**config.mk**
```make
export PLATFORM = sky130hd
export DESIGN_NAME = fifo16_share_ctrl
export DESIGN_NICKNAME = d
export VERILOG_FILES = /design/src/rtl/fifo16_share_ctrl.sv
export SDC_FILE = /design/constraint.sdc
export NUM_CORES = 1
export LEC_CHECK = 0
export CAP_MARGIN = 20
export CORE_MARGIN = 4
export CORE_UTILIZATION = 27
export DETAILED_ROUTE_END_ITERATION = 10
export MAX_ROUTING_LAYER = met4
export PLACE_DENSITY = 0.72
export SKIP_CTS_REPAIR_TIMING = 1
export SYNTH_ARGS = -nofsm -noshare
export SYNTH_HDL_FRONTEND = slang
export SYNTH_SLANG_ARGS = --single-unit
```
**constraint.sdc**
```tcl
create_clock -name CLK -period 2.1 [get_ports CLK]
set_clock_uncertainty 0.2 [all_clocks]
set_input_delay 0.42 -clock CLK [delete_from_list [all_inputs] [get_ports CLK]]
set_output_delay 0.42 -clock CLK [all_outputs]
set_load 0.02 [all_outputs]
```
**src/rtl/fifo16_share_ctrl.sv**
```systemverilog
// Shared-write controller for one synchronous 36-bit FIFO16: reset sequencing, round-robin writers, single reader, sticky errors.
// Optional build macro FIFO16_SHARE_PRIO0_EN gives requester 0 strict priority over the round-robin group.
module fifo16_share_ctrl #(
  parameter int NREQ     = 4,
  parameter int RST_HOLD = 5,
  parameter int RST_WAIT = 4
) (
  input  logic               CLK,
  input  logic               RST_N,
  input  logic               SOFT_RST,
  input  logic [NREQ-1:0]    REQ,
  input  logic [NREQ*32-1:0] REQ_DI,
  input  logic [NREQ*4-1:0]  REQ_DIP,
  output logic [NREQ-1:0]    GNT,
  input  logic               RD_REQ,
  output logic               RD_VALID,
  output logic               READY,
  output logic [1:0]         ERR,
  input  logic               CLR_ERR,
  output logic               FIFO_RST,
  output logic               FIFO_WREN,
  output logic [31:0]        FIFO_DI,
  output logic [3:0]         FIFO_DIP,
  output logic               FIFO_RDEN,
  input  logic               FIFO_FULL,
  input  logic               FIFO_ALMOSTFULL,
  input  logic               FIFO_EMPTY,
  input  logic               FIFO_WRERR,
  input  logic               FIFO_RDERR
);

  localparam int PW   = (NREQ > 1) ? $clog2(NREQ) : 1;
  localparam int CMAX = (RST_HOLD > RST_WAIT) ? RST_HOLD : RST_WAIT;
  localparam int CW   = $clog2(CMAX + 1);

  typedef enum logic [1:0] {S_HOLD, S_WAIT, S_RUN} state_t;

  state_t          state_q, state_d;
  logic [CW-1:0]   cnt_q, cnt_d;
  logic [PW-1:0]   ptr_q, ptr_d;
  logic            wren_q;
  logic [31:0]     di_q;
  logic [3:0]      dip_q;
  logic            rdv_q;
  logic [1:0]      err_q, err_d;

  logic            run;
  logic            gate;
  logic [NREQ-1:0] elig;
  logic            found;
  logic [PW-1:0]   gidx;
  logic [PW-1:0]   idx;
  logic [31:0]     di_arr  [NREQ];
  logic [3:0]      dip_arr [NREQ];

  for (genvar g = 0; g < NREQ; g++) begin : g_slice
    assign di_arr[g]  = REQ_DI[g*32 +: 32];
    assign dip_arr[g] = REQ_DIP[g*4 +: 4];
  end

  always_comb begin
    state_d = state_q;
    cnt_d   = cnt_q;
    case (state_q)
      S_HOLD: begin
        if (cnt_q == CW'(RST_HOLD - 1)) begin
          state_d = S_WAIT;
          cnt_d   = '0;
        end else begin
          cnt_d = cnt_q + CW'(1);
        end
      end
      S_WAIT: begin
        if (cnt_q == CW'(RST_WAIT - 1)) begin
          state_d = S_RUN;
          cnt_d   = '0;
        end else begin
          cnt_d = cnt_q + CW'(1);
        end
      end
      S_RUN:   state_d = S_RUN;
      default: state_d = S_HOLD;
    endcase
    if (SOFT_RST) begin
      state_d = S_HOLD;
      cnt_d   = '0;
    end
  end

  assign run = (state_q == S_RUN);

  // Near full, a write captured last cycle closes the gate so writes alternate.
  assign gate = ~FIFO_FULL & (~FIFO_ALMOSTFULL | ~wren_q);
  assign elig = REQ & {NREQ{gate & run & ~SOFT_RST}};

  always_comb begin
    found = 1'b0;
    gidx  = '0;
    idx   = '0;
    ptr_d = ptr_q;
    GNT   = '0;
`ifdef FIFO16_SHARE_PRIO0_EN
    if (elig[0]) begin
      found = 1'b1;
    end else begin
      for (int k = 0; k < NREQ; k++) begin
        idx = PW'((int'(ptr_q) + k) % NREQ);
        if (!found && (idx != '0) && elig[idx]) begin
          found = 1'b1;
          gidx  = idx;
        end
      end
      if (found) ptr_d = (gidx == PW'(NREQ - 1)) ? '0 : gidx + PW'(1);
    end
`else
    for (int k = 0; k < NREQ; k++) begin
      idx = PW'((int'(ptr_q) + k) % NREQ);
      if (!found && elig[idx]) begin
        found = 1'b1;
        gidx  = idx;
      end
    end
    if (found) ptr_d = (gidx == PW'(NREQ - 1)) ? '0 : gidx + PW'(1);
`endif
    if (found) GNT[gidx] = 1'b1;
  end

  always_comb begin
    err_d = (CLR_ERR ? 2'b00 : err_q) | {FIFO_RDERR, FIFO_WRERR};
  end

  always_ff @(posedge CLK or negedge RST_N) begin
    if (!RST_N) begin
      state_q <= S_HOLD;
      cnt_q   <= '0;
      ptr_q   <= '0;
      wren_q  <= 1'b0;
      di_q    <= '0;
      dip_q   <= '0;
      rdv_q   <= 1'b0;
      err_q   <= 2'b00;
    end else begin
      state_q <= state_d;
      cnt_q   <= cnt_d;
      ptr_q   <= ptr_d;
      wren_q  <= found;
      rdv_q   <= FIFO_RDEN;
      err_q   <= err_d;
      if (found) begin
        di_q  <= di_arr[gidx];
        dip_q <= dip_arr[gidx];
      end
    end
  end

  // A soft reset kills the pending write and any read in the same cycle.
  assign FIFO_WREN = wren_q & ~SOFT_RST;
  assign FIFO_RDEN = run & RD_REQ & ~FIFO_EMPTY & ~SOFT_RST;
  assign FIFO_DI   = di_q;
  assign FIFO_DIP  = dip_q;
  assign FIFO_RST  = (state_q == S_HOLD);
  assign READY     = run;
  assign RD_VALID  = rdv_q;
  assign ERR       = err_q;

endmodule

```
Run 1, M2 wires:
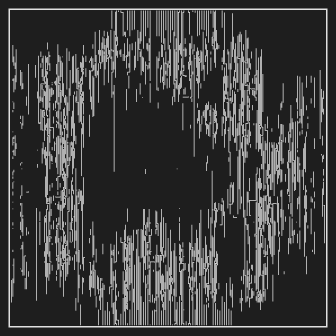
The longest straight run is 43.9 um. The layer carries 8,570 um of wire.
vias post-DR: 4,937
Final Routed Wirelength: 17.31 mm
GR met2 Demand/Resource: 30.43%

Run 1, routed metal per tile:
Bar = 50 um. 26 x 26 tiles, from black (low) to pale yellow (high), scaled to the fullest tile. Values are wire area over tile area, all layers added.
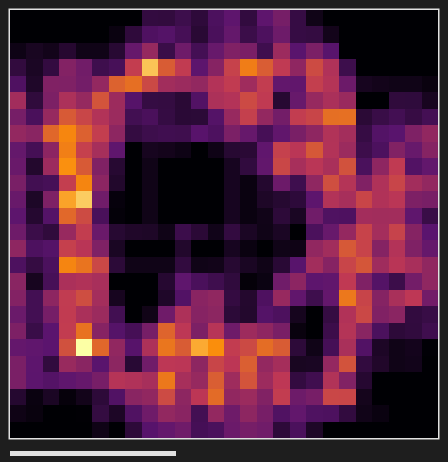
The fullest tile reaches 0.64. 14% of the tiles are over half the peak. The mean over all tiles is 0.16. 16% of the tiles are nearly empty.
wire per inst: 20.13 um
global-route total usage across every layer: 18.53%

==> impl_metrics.yaml, run 1 <==
# generated from flow reports
status:
  outcome: "finished, violations left"
  violations: "negative setup slack"
detailed_routing:
  top_layer: "met4"
  drtIter0Drc: 388
  drtAntennaViolNets: 0
  dr.pass1.iters: 5
  wl_met3_um: 910
  via_per_inst: 5.741
  met2WireLength_mm: 8.569
  wl_met1_mm: 7.535
finish:
  fin_nets: 846
  final_cells: 860
  drive_above_1_share_pct: 20.88
  fin_area_um2: 7168
  lay_top_count: "clkdlybuf4s50_1"
  syn2layout_area_growth_pct: 81.01
  num_antenna_cells: 0
  lay_top_cells: "191 x clkdlybuf4s50_1, 72 x o2bb2ai_1, 57 x o21ai_0"
die:
  dieArea_um2: 16670
  die-width_um: 129.1
  io_pins: 205
  rows: 43
  die_y_um: 129.1
setup_path:
  r2r_end: "FIFO_DI[23]"
  critPathMaxFanout: 4
  crit_start: "FIFO_FULL"
  start_kind: "input port"
  rr_startpoint: "state_q[0]"
  crit_arrival_ns: 2.02
  critPathCaptureType: "output pin"
  crit_path_end: "GNT[3]"
  r2r_slack_ns: -0.24
  reg2reg_depth: 11
  required_ns: 1.48
timing:
  setup_tns_ns: -8.901
  fmax_mhz: 379.3
  min_period_ns: 2.637
  finalSetupViolations: 41
  holdWs_ns: 0.2840
  slew_viol_final: 0
  rsz0062_at_grt: "yes"
  worst_pin_slew_ns: 0.4315
  hold_viol_final: 0
  timing.final.ws_setup_ns: -0.5367
  relSlewSlack_pct: 71.12
  period_used_pct: 125.6
pwr:
  power_frac_comb_pct: 44.8
  fin_total_pwr_mw: 3.373
  intPower_mw: 2.189
  powerComb_mw: 1.51
  p_per_area_nw_per_um2: 470.5
  ir_worst_vdd_uv: 300.3
  power.leakage_nw: 2.626
  p_switching_mw: 1.183
  pwr.group.clock_mw: 0.854
  pwr-share-seq_pct: 29.9
  powerSeq_mw: 1.01
  top_power_group: "combinational cells"
  power.clock.fraction_pct: 25.3
  swShare_pct: 35.08
yosys:
  ff_type: "dfrtp_1"
  yosysWarnings: 0
  synth_cells: 460
  top_area_share_pct: 29.70
  synth_cell_types: 32
  syn-num-nets: 627
  fa_ha_area_share_pct: 2.844
  ys_seq_share_pct: 29.70
  yosys-top-cells-count: "72 x o2bb2ai_1, 68 x o21ai_0, 47 x dfrtp_1"
  compound_area_share_pct: 47.24
  top_cell: "o2bb2ai_1"
  syn-cell-area_um2: 3960
  ys_cells: 460
  mux_share_pct: 0.2844
  top_area_cell: "dfrtp_1"
  area_leaders: "dfrtp_1 30%, o2bb2ai_1 16%, o21ai_0 8.6%"
  simple_gate_share_pct: 11.34
  top_logic_kind: "AND-OR/OR-AND gates"
  async_flop_share_pct: 100.0
  yosys_area_um2: 3960
  edf_count: 0
  synth-xor-area-share_pct: 0
placement:
  dpl-instance-area_um2: 6371
  placed_cells: 826
  io_buffers: 204
  dpl.hpwl_mm: 11.31
  gp_congestion: 0.8868
worst_hold_path:
  holdPathStages: 1
  hold_class: "register to register"
  hold_start: "ERR[1]"
clock_network:
  root_buffer: "clkbuf_16"
  cts_tree: "yes"
  clk_latency_ns: 0.29
  cts.htree.levels: 2
  cts_inserted_buffers: 5
  clock-sinks: 47
  cts.path.max_buffers: 2
  cts.clk_slew.worst_paths_ns: 0.07
grt:
  grt_pass1_vias: 4958
  gr-total-overflow: 0
  antenna_found_initial: 0
  grt_pass1_wl_mm: 24.81
  grt_max_degree: 64
job:
  max-cap-violations: 0
  warning_count: 33
Run 1, cell area per tile:
Bar = 50 um. 13 x 13 tiles, from black (low) to pale yellow (high), 0 to 100% covered.
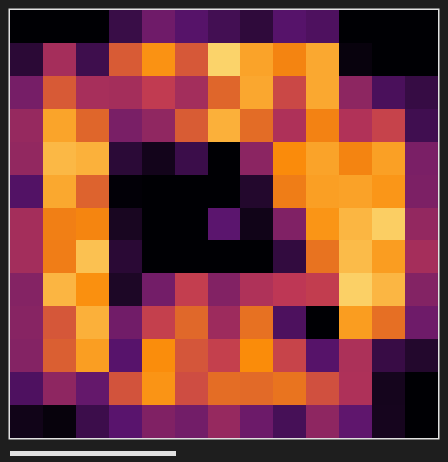
The densest ninth of the die: right middle. 18% of the tiles are over 75% full. The mean over all tiles is 42%. 14% of the tiles are nearly empty. The fullest tile reaches 91%. The emptiest ninth of the die: middle.
CORE AREA: 14,100 um2
Floorplan Utilization: 28.09%

Run 1, routing congestion:
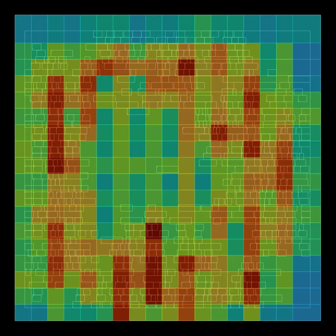
routing usage on met3: 2.638%
Final Util: 50.85%
GR Util met1: 23.89%
gr busiest metal: met2

run 1: critical path, stage by stage:
cell and delay (ns):
clkdlybuf4s50_1 0.45, nor3b_4 0.24, nand2_2 0.13, nor3_4 0.29, buf_6 0.15, ha_4 0.11, and2_4 0.12, buf_6 0.10
run 1: area by class of cell:
class | instances | area (um2)
repair buffers | 268 | 2756
multi-input cells | 348 | 2821
fillers | 1287 | 6928
inverters | 9 | 33.78
flip-flops and latches | 47 | 1176
clock buffers | 6 | 138.9
well taps | 180 | 225.2
clock inverters | 2 | 16.27
run 1: state kept, by name, indices dropped and copies added, names as in the netlist:
register / count
FIFO_DI: 32
FIFO_DIP: 4
cnt_q: 3
ERR: 2
ptr_q: 2
state_q: 2
RD_VALID: 1
wren_q: 1
==> inputs of run 2 (changes only) <==
--- a/config.mk
+++ b/config.mk
@@ -7,10 +7,11 @@
 export LEC_CHECK = 0
 export CAP_MARGIN = 20
 export CORE_MARGIN = 4
-export CORE_UTILIZATION = 27
+export CORE_UTILIZATION = 37
 export DETAILED_ROUTE_END_ITERATION = 10
+export HOLD_SLACK_MARGIN = 0.02
 export MAX_ROUTING_LAYER = met4
-export PLACE_DENSITY = 0.72
+export PLACE_DENSITY = 0.9
 export SKIP_CTS_REPAIR_TIMING = 1
 export SYNTH_ARGS = -nofsm -noshare
 export SYNTH_HDL_FRONTEND = slang
Run 2, M2 wires:
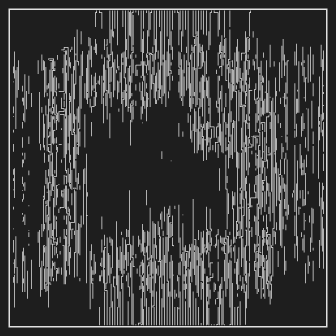
744 nets have wire on it. The longest straight run is 45.6 um.
Final Routed Wirelength: 15.21 mm
GR met2 Demand/Resource: 39.69%
vias post-DR: 4,809

==> run 2 against run 1 <==
  * The run still ends with negative setup slack left
  * Sequential share of layout area is 1.5 points higher
  * Non-clock buffer count is 22 lower
  * Total power is 10% lower
  * Clock power is about 30% lower
  * Largest cell class unchanged
  * Largest power group unchanged
  * Highest routed layer unchanged
==> impl_metrics.yaml, run 2 <==
# generated from flow reports
setup_path:
  critical-path-top-delay-family: "simple AND/OR/NAND/NOR gates"
  max_stage_delay_ns: 0.41
  critPathMaxFanout: 7
  worst-path-buf-inv: 3
  start_kind: "register"
  required_ns: 1.48
  timing.critical_path.cells: "inv_2 -> ha_4 -> nor3b_4 -> nand2_2 -> nor3_4 -> buf_6 -> ha_4 -> and2_4 -> buf_6"
  worst_path_max_delay_cell: "dfrtp_1"
yosys:
  top_area_cell: "dfrtp_1"
  yosys-top-cells-count: "72 x o2bb2ai_1, 68 x o21ai_0, 47 x dfrtp_1"
  yosysWarnings: 0
  top_cell: "o2bb2ai_1"
  ys_seq_share_pct: 29.70
  syn-cell-area_um2: 3960
  top_logic_kind: "AND-OR/OR-AND gates"
  synth-xor-area-share_pct: 0
  yosys_area_um2: 3960
pwr:
  p_per_area_nw_per_um2: 460.2
  pwr.group.clock_mw: 0.594
  top_power_group: "combinational cells"
  p_switching_mw: 1.095
  fin_total_pwr_mw: 3.021
  power.clock.fraction_pct: 19.7
  ir_worst_vdd_uv: 383.8
  powerComb_mw: 1.42
  power.leakage_nw: 2.409
  power_frac_comb_pct: 46.9
finish:
  seq_area_share_pct: 17.94
  syn2layout_area_growth_pct: 65.75
  nFillCells: 831
  fin_nets: 824
  largest_reg_flops: 32
  clk_share_pct: 1.411
  sh_comb_area_pct: 39.74
  num-nonclk-buffers: 246
  logic_gate_count: 348
die:
  die_y_um: 111.5
  die-width_um: 111.5
  io_pins: 205
  dieArea_um2: 12420
placement:
  dpl.hpwl_mm: 10.96
  placed_cells: 779
  io_buffers: 204
  gp_congestion: 0.8814
timing:
  period_used_pct: 120.7
  timing.final.ws_setup_ns: -0.4343
  relSlewSlack_pct: 70.33
  hold_viol_final: 0
  holdWs_ns: 0.2966
  finalSetupViolations: 41
  min_period_ns: 2.534
clock_network:
  clock-sinks: 47
  clk_latency_ns: 0.31
  cts.path.max_buffers: 2
  cts.clk_slew.worst_paths_ns: 0.11
  cts_inserted_buffers: 5
job:
  warning_count: 33
  max-cap-violations: 0
grt:
  gr-total-overflow: 0
  antenna_found_initial: 0
  grt_pass1_vias: 4881
  grt_usage_pct: 23.37
status:
  outcome: "finished, violations left"
  violations: "negative setup slack"
detailed_routing:
  dr.pass1.iters: 5
  wl_met1_mm: 6.188
  routedWlPerCell_um: 19.15
  via_per_inst: 6.057
Run 2, metal 1:
Bar = 20 um.
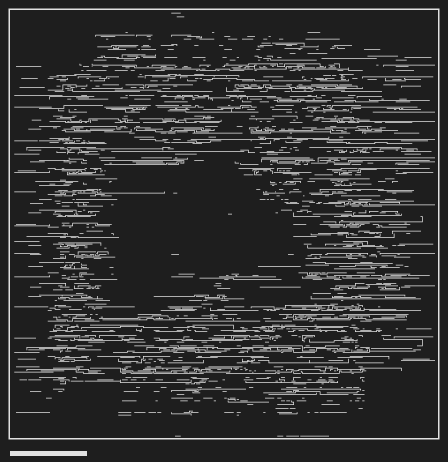
The layer holds 41% of the routed length. 722 nets have wire on it. The wires run mostly horizontal.
GR Util met1: 28.99%

run 2: per-stage QoR:
stage	instance area (um2)	util [%]	setup slack [ns]
floorplan	4085	-	-0.1239
global placement	6281	60.57	-1.065
detailed placement	6281	60.57	-1.239
CTS	6374	61.46	-1.123
global route	6564	63.30	-0.5249
finish	6564	63.30	-0.4343
run 2: final timing paths:
| kind | from | end | slack (ns) | cells past startpoint |
|---|---|---|---|---|
| hold / removal | ERR[0] | ERR[0] | 0.30 | 1 |
| min in group asynchronous | RST_N | wren_q | 0.36 | 2 |
| max in group asynchronous | RST_N | FIFO_DI[5] | 0.74 | 3 |
| setup / recovery | state_q[0] | GNT[3] | -0.43 | 9 |
| hold reg to reg | ERR[0] | ERR[0] | 0.30 | 1 |
| setup reg to reg | state_q[0] | FIFO_DI[30] | -0.31 | 9 |
==> inputs of run 3 (changes only) <==
--- a/config.mk
+++ b/config.mk
@@ -5,6 +5,7 @@
 export SDC_FILE = /design/constraint.sdc
 export NUM_CORES = 1
 export LEC_CHECK = 0
+export ABC_CLOCK_PERIOD_IN_PS = 2100
 export CAP_MARGIN = 20
 export CORE_MARGIN = 4
 export CORE_UTILIZATION = 37
Run 3, routed metal per tile:
Bar = 20 um. 22 x 22 tiles, from black (low) to pale yellow (high), scaled to the fullest tile. Values are wire area over tile area, all layers added.
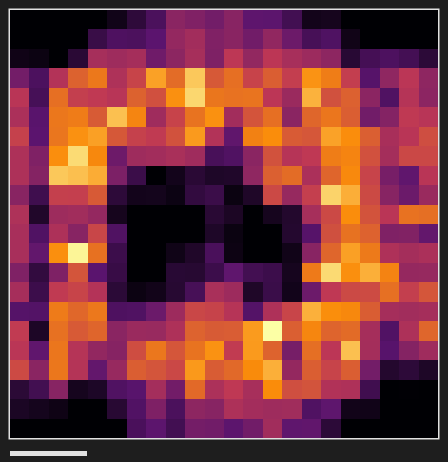
34% of the tiles are over half the peak. The mean over all tiles is 0.20. The fullest tile reaches 0.51. The emptiest ninth of the die: middle. 12% of the tiles are nearly empty.
global-route total usage across every layer: 23.37%
wire per inst: 19.15 um

==> run 3 against run 2 <==
  * The flow still finishes with violations (negative setup slack)
  * Critical path depth is the same
  * Flip-flop count is the same
  * Sequential share of layout area is the same
  * Wire length is the same
==> impl_metrics.yaml, run 3 <==
# generated from flow reports
setup_path:
  reg2reg_depth: 9
  rr_startpoint: "state_q[0]"
  max_stage_delay_ns: 0.41
  required_ns: 1.48
  critical-path-top-delay-family: "simple AND/OR/NAND/NOR gates"
  r2r_end: "FIFO_DI[30]"
  cp.depth: 9
  worst_path_max_delay_cell: "dfrtp_1"
  crit_path_end: "GNT[3]"
  worst-path-buf-inv: 3
  critPathCaptureType: "output pin"
  start_kind: "register"
  path_class: "register to output pin"
  timing.critical_path.cells: "inv_2 -> ha_4 -> nor3b_4 -> nand2_2 -> nor3_4 -> buf_6 -> ha_4 -> and2_4 -> buf_6"
  r2r_slack_ns: -0.31
  crit_start: "state_q[0]"
  critPathMaxFanout: 7
  crit_arrival_ns: 1.91
timing:
  worst_pin_slew_ns: 0.4451
  timing.final.ws_setup_ns: -0.4343
  slew_viol_final: 0
  rsz0062_at_grt: "yes"
  finalSetupViolations: 41
  hold_viol_final: 0
  setup_tns_ns: -10.11
  period_used_pct: 120.7
  relSlewSlack_pct: 70.33
  holdWs_ns: 0.2966
  min_period_ns: 2.534
  fmax_mhz: 394.6
finish:
  drive_above_1_share_pct: 12.16
  logic_gate_count: 348
  num_antenna_cells: 0
  final_cells: 794
  fin_area_um2: 6564
  lay_top_count: "clkdlybuf4s50_1"
  fin_nets: 824
  logic_area_um2: 2609
  sh_comb_area_pct: 39.74
  inverters: 9
  largestClassByArea: "combinational gates"
  ff_count: 47
  regArea_um2: 1177
  nFillCells: 831
  clkbuf_count: 5
  clk_share_pct: 1.411
  syn2layout_area_growth_pct: 65.75
  seq_area_share_pct: 17.94
  bufAreaShareNonClock_pct: 37.80
  lay_top_cells: "191 x clkdlybuf4s50_1, 72 x o2bb2ai_1, 68 x o21ai_0"
  num-nonclk-buffers: 246
  largest_reg_flops: 32
pwr:
  p_switching_mw: 1.095
  fin_total_pwr_mw: 3.021
  swShare_pct: 36.27
  p_per_area_nw_per_um2: 460.2
  intPower_mw: 1.925
  pwr.group.clock_mw: 0.594
  top_power_group: "combinational cells"
  power_frac_comb_pct: 46.9
  power.clock.fraction_pct: 19.7
  powerComb_mw: 1.42
  powerSeq_mw: 1.01
  ir_worst_vdd_uv: 383.8
  power.leakage_nw: 2.409
  pwr-share-seq_pct: 33.4
yosys:
  top_area_cell: "dfrtp_1"
  ys_seq_share_pct: 29.70
  ff_type: "dfrtp_1"
  top_area_share_pct: 29.70
  syn-cell-area_um2: 3960
  edf_count: 0
  ys_cells: 460
  yosys_area_um2: 3960
  synth_cells: 460
  yosysWarnings: 0
  top_cell: "o2bb2ai_1"
  syn_area_per_cell_um2: 8.609
  synth_cell_types: 32
  ys_ff: 47
  area_leaders: "dfrtp_1 30%, o2bb2ai_1 16%, o21ai_0 8.6%"
  yosys-top-cells-count: "72 x o2bb2ai_1, 68 x o21ai_0, 47 x dfrtp_1"
  syn-num-nets: 627
  async_flop_share_pct: 100.0
die:
  die-width_um: 111.5
  tapCellCount: 136
  dieArea_um2: 12420
  rows: 37
  io_pins: 205
  die_y_um: 111.5
detailed_routing:
  drtIter0Drc: 400
  postRouteWirelength_mm: 15.21
  drtAntennaViolNets: 0
  dr.pass1.iters: 5
  routed-via-count: 4809
  drc: 0
  via_per_inst: 6.057
worst_hold_path:
  hold_start: "ERR[0]"
  hold_end: "ERR[0]"
  holdPathStages: 1
  hold_class: "register to register"
clock_network:
  cts.path.max_buffers: 2
  clock-sinks: 47
  cts_tree: "yes"
  cts.htree.levels: 2
  cts.clk_slew.worst_paths_ns: 0.11
  clk_latency_ns: 0.31
  cts_inserted_buffers: 5
  root_buffer: "clkbuf_8"
placement:
  dpl.hpwl_mm: 10.96
  placed_cells: 779
  dp_slack_ns: -1.239
  gp_congestion: 0.8814
  io_buffers: 204
  dpl-instance-area_um2: 6281
job:
  warning_count: 33
  max-cap-violations: 0
grt:
  grt_pass1_vias: 4881
  antenna_found_initial: 0
  gr-total-overflow: 0
  grt_max_degree: 66
  grt_pass1_wl_mm: 24.05
status:
  outcome: "finished, violations left"
  violations: "negative setup slack"
Run 3, cell area per tile:
Bar = 20 um. 11 x 11 tiles, from black (low) to pale yellow (high), 0 to 100% covered.
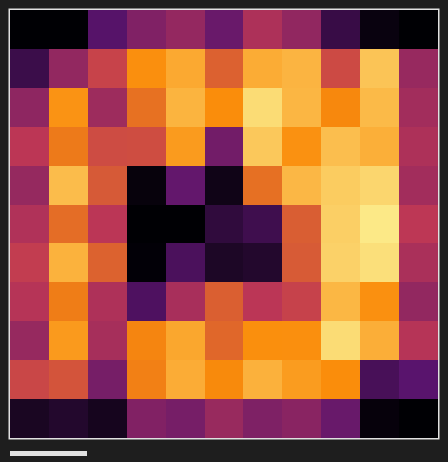
CORE AREA: 10,370 um2
Floorplan Utilization: 38.19%
Final Util: 63.30%

-- run 3: layer usage --
metal | vias to the layer above | routed length (um) | share of wire (%) | global-route usage (%)
li1 | 2229 | - | - | -
met1 | 2338 | 6188 | 41 | 28.99
met2 | 223 | 7837 | 52 | 39.69
met3 | 19 | 967 | 6.4 | 3.424
met4 | 0 | 212 | 1.4 | 6.650
met5 | - | 0 | 0 | -
-- run 3: cells by family after synthesis --
| logic type | count (synthesis) | share of synthesized area (%) |
|---|---|---|
| buffers and inverters | 65 | 8.594 |
| DFF | 47 | 29.70 |
| adders and majority gates | 9 | 2.844 |
| AOI/OAI and AO/OA | 267 | 47.24 |
| muxes | 1 | 0.2843 |
| and+or+nand+nor | 71 | 11.34 |
No activity file was given, so power comes from the tool's default toggle rates.
